--- src/rtl/axi_lite_pkg.sv ---
// -----------------------------------------------------------------------------
// axi_lite_pkg
// Shared AXI4-Lite definitions: response codes, the manager state encoding
// and default bus widths.
// No ports (package).
// -----------------------------------------------------------------------------
package axi_lite_pkg;

  localparam int unsigned AXI_ADDR_WIDTH   = 4;
  localparam int unsigned AXI_DATA_WIDTH   = 32;
  localparam logic [2:0]  AXI_PROT_DEFAULT = 3'b000;

  typedef enum logic [1:0] {
    RESP_OKAY   = 2'b00,
    RESP_EXOKAY = 2'b01,
    RESP_SLVERR = 2'b10,
    RESP_DECERR = 2'b11
  } axi_resp_t;

  typedef enum logic [2:0] {
    MGR_IDLE    = 3'd0,
    MGR_WR_REQ  = 3'd1,
    MGR_WR_RESP = 3'd2,
    MGR_RD_REQ  = 3'd3,
    MGR_RD_RESP = 3'd4,
    MGR_DONE    = 3'd5
  } axi_mgr_state_t;

endpackage

--- src/rtl/axi_lite_manager.sv ---
// -----------------------------------------------------------------------------
// axi_lite_manager
// AXI4-Lite initiator that turns one command at a time into a single AXI-Lite
// write (AW+W+B) or read (AR+R) and returns the result on a held response port.
//
// Ports:
//   axi_aclk_in / axi_areset_in   clock, synchronous active-high reset
//   cmd_*                         command request (valid/ready handshake)
//   rsp_*                         response, held until rsp_ready_in
//   axi_aw* / axi_w* / axi_b*     AXI-Lite write address, data, response
//   axi_ar* / axi_r*              AXI-Lite read address, data
//
// All AXI valid/ready outputs are registered, so no VALID ever depends
// combinationally on a READY input.
// -----------------------------------------------------------------------------
module axi_lite_manager
  import axi_lite_pkg::*;
#(
  parameter int unsigned ADDR_WIDTH = AXI_ADDR_WIDTH,
  parameter int unsigned DATA_WIDTH = AXI_DATA_WIDTH,
  parameter logic [2:0]  PROT       = AXI_PROT_DEFAULT
) (
  input  logic                    axi_aclk_in,
  input  logic                    axi_areset_in,
  // command port
  input  logic                    cmd_valid_in,
  output logic                    cmd_ready_out,
  input  logic                    cmd_write_in,
  input  logic [ADDR_WIDTH-1:0]   cmd_addr_in,
  input  logic [DATA_WIDTH-1:0]   cmd_wdata_in,
  input  logic [DATA_WIDTH/8-1:0] cmd_wstrb_in,
  // response port
  output logic                    rsp_valid_out,
  input  logic                    rsp_ready_in,
  output logic                    rsp_write_out,
  output logic [DATA_WIDTH-1:0]   rsp_rdata_out,
  output logic [1:0]              rsp_resp_out,
  // AXI write address
  output logic [ADDR_WIDTH-1:0]   axi_awaddr_out,
  output logic [2:0]              axi_awprot_out,
  output logic                    axi_awvalid_out,
  input  logic                    axi_awready_in,
  // AXI write data
  output logic [DATA_WIDTH-1:0]   axi_wdata_out,
  output logic [DATA_WIDTH/8-1:0] axi_wstrb_out,
  output logic                    axi_wvalid_out,
  input  logic                    axi_wready_in,
  // AXI write response
  input  logic [1:0]              axi_bresp_in,
  input  logic                    axi_bvalid_in,
  output logic                    axi_bready_out,
  // AXI read address
  output logic [ADDR_WIDTH-1:0]   axi_araddr_out,
  output logic [2:0]              axi_arprot_out,
  output logic                    axi_arvalid_out,
  input  logic                    axi_arready_in,
  // AXI read data
  input  logic [DATA_WIDTH-1:0]   axi_rdata_in,
  input  logic [1:0]              axi_rresp_in,
  input  logic                    axi_rvalid_in,
  output logic                    axi_rready_out
);

  axi_mgr_state_t          state_q;
  logic                    aw_done_q;
  logic                    w_done_q;
  logic [ADDR_WIDTH-1:0]   awaddr_q;
  logic [DATA_WIDTH-1:0]   wdata_q;
  logic [DATA_WIDTH/8-1:0] wstrb_q;
  logic                    awvalid_q;
  logic                    wvalid_q;
  logic                    bready_q;
  logic [ADDR_WIDTH-1:0]   araddr_q;
  logic                    arvalid_q;
  logic                    rready_q;
  logic                    rsp_valid_q;
  logic                    rsp_write_q;
  logic [DATA_WIDTH-1:0]   rsp_rdata_q;
  axi_resp_t               rsp_resp_q;

  logic aw_hs;
  logic w_hs;

  assign aw_hs = awvalid_q & axi_awready_in;
  assign w_hs  = wvalid_q & axi_wready_in;

  // Ready is a decode of the state register, gated by reset so it reads 0
  // while reset is held and 1 as soon as it is released.
  assign cmd_ready_out = (state_q == MGR_IDLE) & ~axi_areset_in;

  // NOTE: all state is updated with non-blocking assignments so every branch
  // below sees the pre-edge register values, independent of statement order.
  always_ff @(posedge axi_aclk_in) begin
    if (axi_areset_in) begin
      state_q     <= MGR_IDLE;
      aw_done_q   <= 1'b0;
      w_done_q    <= 1'b0;
      awaddr_q    <= '0;
      wdata_q     <= '0;
      wstrb_q     <= '0;
      awvalid_q   <= 1'b0;
      wvalid_q    <= 1'b0;
      bready_q    <= 1'b0;
      araddr_q    <= '0;
      arvalid_q   <= 1'b0;
      rready_q    <= 1'b0;
      rsp_valid_q <= 1'b0;
      rsp_write_q <= 1'b0;
      rsp_rdata_q <= '0;
      rsp_resp_q  <= RESP_OKAY;
    end else begin
      unique case (state_q)
        MGR_IDLE: begin
          if (cmd_valid_in) begin
            if (cmd_write_in) begin
              awaddr_q  <= cmd_addr_in;
              wdata_q   <= cmd_wdata_in;
              wstrb_q   <= cmd_wstrb_in;
              awvalid_q <= 1'b1;
              wvalid_q  <= 1'b1;
              aw_done_q <= 1'b0;
              w_done_q  <= 1'b0;
              state_q   <= MGR_WR_REQ;
            end else begin
              araddr_q  <= cmd_addr_in;
              arvalid_q <= 1'b1;
              state_q   <= MGR_RD_REQ;
            end
          end
        end

        MGR_WR_REQ: begin
          // AW and W complete independently; each valid drops the cycle
          // after its own handshake while the other may still be waiting.
          if (aw_hs) begin
            awvalid_q <= 1'b0;
            aw_done_q <= 1'b1;
          end
          if (w_hs) begin
            wvalid_q <= 1'b0;
            w_done_q <= 1'b1;
          end
          // Include this cycle's handshakes so simultaneous completion
          // advances without an extra cycle.
          if ((aw_done_q | aw_hs) & (w_done_q | w_hs)) begin
            bready_q <= 1'b1;
            state_q  <= MGR_WR_RESP;
          end
        end

        MGR_WR_RESP: begin
          if (axi_bvalid_in) begin
            bready_q    <= 1'b0;
            rsp_valid_q <= 1'b1;
            rsp_write_q <= 1'b1;
            rsp_rdata_q <= '0;
            rsp_resp_q  <= axi_resp_t'(axi_bresp_in);
            state_q     <= MGR_DONE;
          end
        end

        MGR_RD_REQ: begin
          if (axi_arready_in) begin
            arvalid_q <= 1'b0;
            rready_q  <= 1'b1;
            state_q   <= MGR_RD_RESP;
          end
        end

        MGR_RD_RESP: begin
          if (axi_rvalid_in) begin
            rready_q    <= 1'b0;
            rsp_valid_q <= 1'b1;
            rsp_write_q <= 1'b0;
            rsp_rdata_q <= axi_rdata_in;
            rsp_resp_q  <= axi_resp_t'(axi_rresp_in);
            state_q     <= MGR_DONE;
          end
        end

        MGR_DONE: begin
          if (rsp_ready_in) begin
            rsp_valid_q <= 1'b0;
            state_q     <= MGR_IDLE;
          end
        end

        default: state_q <= MGR_IDLE;
      endcase
    end
  end

  assign axi_awaddr_out  = awaddr_q;
  assign axi_awprot_out  = PROT;
  assign axi_awvalid_out = awvalid_q;
  assign axi_wdata_out   = wdata_q;
  assign axi_wstrb_out   = wstrb_q;
  assign axi_wvalid_out  = wvalid_q;
  assign axi_bready_out  = bready_q;
  assign axi_araddr_out  = araddr_q;
  assign axi_arprot_out  = PROT;
  assign axi_arvalid_out = arvalid_q;
  assign axi_rready_out  = rready_q;

  assign rsp_valid_out = rsp_valid_q;
  assign rsp_write_out = rsp_write_q;
  assign rsp_rdata_out = rsp_rdata_q;
  assign rsp_resp_out  = rsp_resp_q;

endmodule

--- config.mk ---
export PLATFORM = sky130hd
export DESIGN_NAME = axi_lite_manager
export DESIGN_NICKNAME = d
export VERILOG_FILES = /design/src/rtl/axi_lite_pkg.sv /design/src/rtl/axi_lite_manager.sv
export SDC_FILE = /design/constraint.sdc
export NUM_CORES = 1
export LEC_CHECK = 0
export ABC_AREA = 1
export CORE_ASPECT_RATIO = 0.9
export CORE_UTILIZATION = 44
export CTS_BUF_LIST = sky130_fd_sc_hd__clkbuf_8
export DETAILED_ROUTE_END_ITERATION = 8
export GPL_TIMING_DRIVEN = 0
export PLACE_DENSITY_LB_ADDON = 0.05
export REMOVE_ABC_BUFFERS = 1
export SLEW_MARGIN = 20
export SYNTH_ARGS = -nofsm -noshare
export SYNTH_HDL_FRONTEND = slang
export SYNTH_SLANG_ARGS = --single-unit
--- constraint.sdc ---
create_clock -name axi_aclk_in -period 3.2 [get_ports axi_aclk_in]
set_clock_uncertainty 0.2 [all_clocks]
set_input_delay 0.48 -clock axi_aclk_in [delete_from_list [all_inputs] [get_ports axi_aclk_in]]
set_output_delay 0.48 -clock axi_aclk_in [all_outputs]
set_load 0.02 [all_outputs]
==> job_summary.md <==
### Flow metrics

| Metric | Value |
|---|---|
| Post CTS Setup Buffer Count | `0` |
| Initial core utilization | `45.6%` |
| EDFF count, synth | `0` |
| Io pins | `178` |
| Number of remaining DRC errors | `0` |
| Setup TNS | `0 ns` |
| Worst setup SP type | `flip-flop` |
| Place WS | `0.246 ns` |
| Hold Buf Count CTS | `0` |
| First-pass GRT wire length | `14600 um` |
| Switching fraction of total power | `35.6%` |
| GR Layer Usage met2 | `37.6%` |
| Grt peak-use layer | `met2` |
| Number of fill cells | `640` |
| Layout cells sized above 1 | `5.05%` |
| Diode count | `0` |
| Signal buffers | `171` |
| Cells on Worst Hold Path | `2` |
| Mux share | `0%` |
| Combinational Power Share | `35.7%` |
| Slew Limit Fails | `0` |
| Met2 wire length | `4460 um` |
| Top non-seq family | `simple AND/OR/NAND/NOR gates` |
| CP Capture Point | `axi_wstrb_out[1]` |
| Hold violation count in the final report | `0` |
| CP Depth | `6` |
| Non-filler instance count after layout | `710` |
| Pleak | `2.10 nW` |
| Non-clk buf share | `32.2%` |
| Largest net degree at the start of global routing | `52` |
| Async set or reset register ratio after synthesis | `0%` |
| Critical path's top delay family | `simple AND/OR/NAND/NOR gates` |
| GR met1 Demand/Resource | `26.8%` |
| Outcome | `completed` |
| Simple-gate share of the synthesized area | `26.7%` |
| P_seq | `1.42 mW` |
| Final setup fails | `0` |
| Yosys reg bits | `90` |
| DR WL met3 | `741 um` |
| Flop pwr share | `41.8%` |
| Utilization after layout | `70.3%` |
| Critical Path Slowest Stage Cell | `nor2_4` |
| Syn avg cell area | `7.62 um^2` |
| Least-Margin Pin Slew | `0.865 ns` |
| Most common library cells after synthesis | `nor2_1, nand2_1, dfxtp_1` |
| Crit Reg-Reg Endpoint | `axi_wstrb_out[1]` |
| Placed Area | `0.00511 mm^2` |
| Highest clock rate | `385 MHz` |
| Adder-Cell Fraction of Synth Area | `0%` |
| # Cells Yosys | `452` |
| CTS max path bufs | `2` |
| Resize count post-CTS | `0` |
| Critical path origin | `state_q[2]` |
| Max Used Layer | `met4` |
| Final worst path period share | `81.2%` |
| Commonest flop | `dfxtp_1` |
| RSZ-0062 raised after global routing | `no` |
| Yosys synthesis chip area | `0.00344 mm^2` |
| Yosys xor share | `0%` |
| Synth Cell Area | `0.00344 mm^2` |
| Top-area cell share | `52.3%` |
| Clock power frac | `22.5%` |
| Worst Setup Path Type | `flip-flop to flip-flop` |
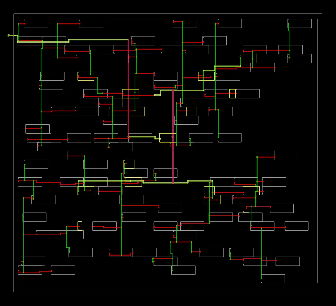
(clock routing)
clock network power: 0.763 mW
CTS Buf Count: 9
# clk buffers: 9
CTS sink cnt: 90
Flops: 90

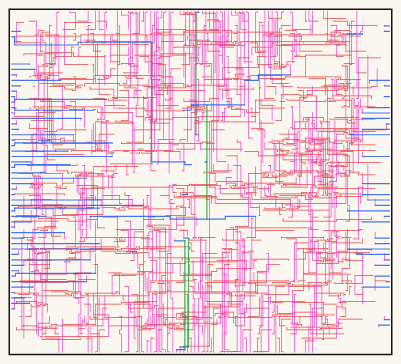
(metal layers overlaid)
(4 px per um)
| layer | colour | wire length |
|---|---|---|
| metal 4 | green | 144 um |
| metal 2 | magenta | 4460 um |
| metal 3 | blue | 742 um |
| metal 1 | red | 3930 um |
detailed-route via count: 3371
wirelength, routed: 9270 um
Avg WL per Cell: 13.1 um
Tot GR Track Use: 22.9%

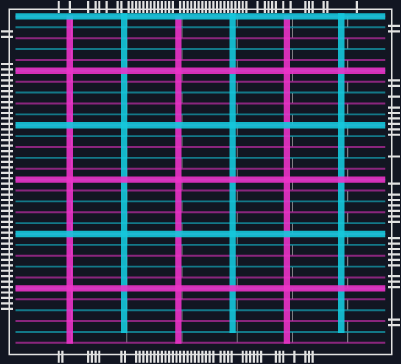
(PDN straps and rails)
(4 px per um) Pins as bars on the die edge. Tap cells in grey.
| net | colour |
|---|---|
| VSS | magenta |
| VDD | cyan |
met5 straps: 6
met1 rails: 31
signal pins: 178
core area: 0.00754 mm^2
chip width: 95.3 um
Worst VDD drop: 0.000384 V

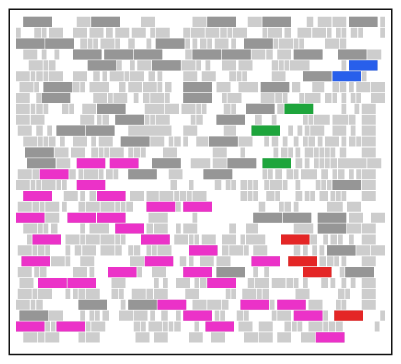
(sequential cells grouped by signal name)
(4 px per um) Other sequential cells in the stronger grey, the rest of the logic in the fainter grey.
| signal | colour | flops |
|---|---|---|
| axi_wdata_out | magenta | 32 |
| axi_awaddr_out | red | 4 |
| state_q | green | 3 |
| rsp_resp_out | blue | 2 |
Seq/total area: 34.0%
register area: 0.00180 mm^2

Power is estimated from default activity; no workload was simulated.
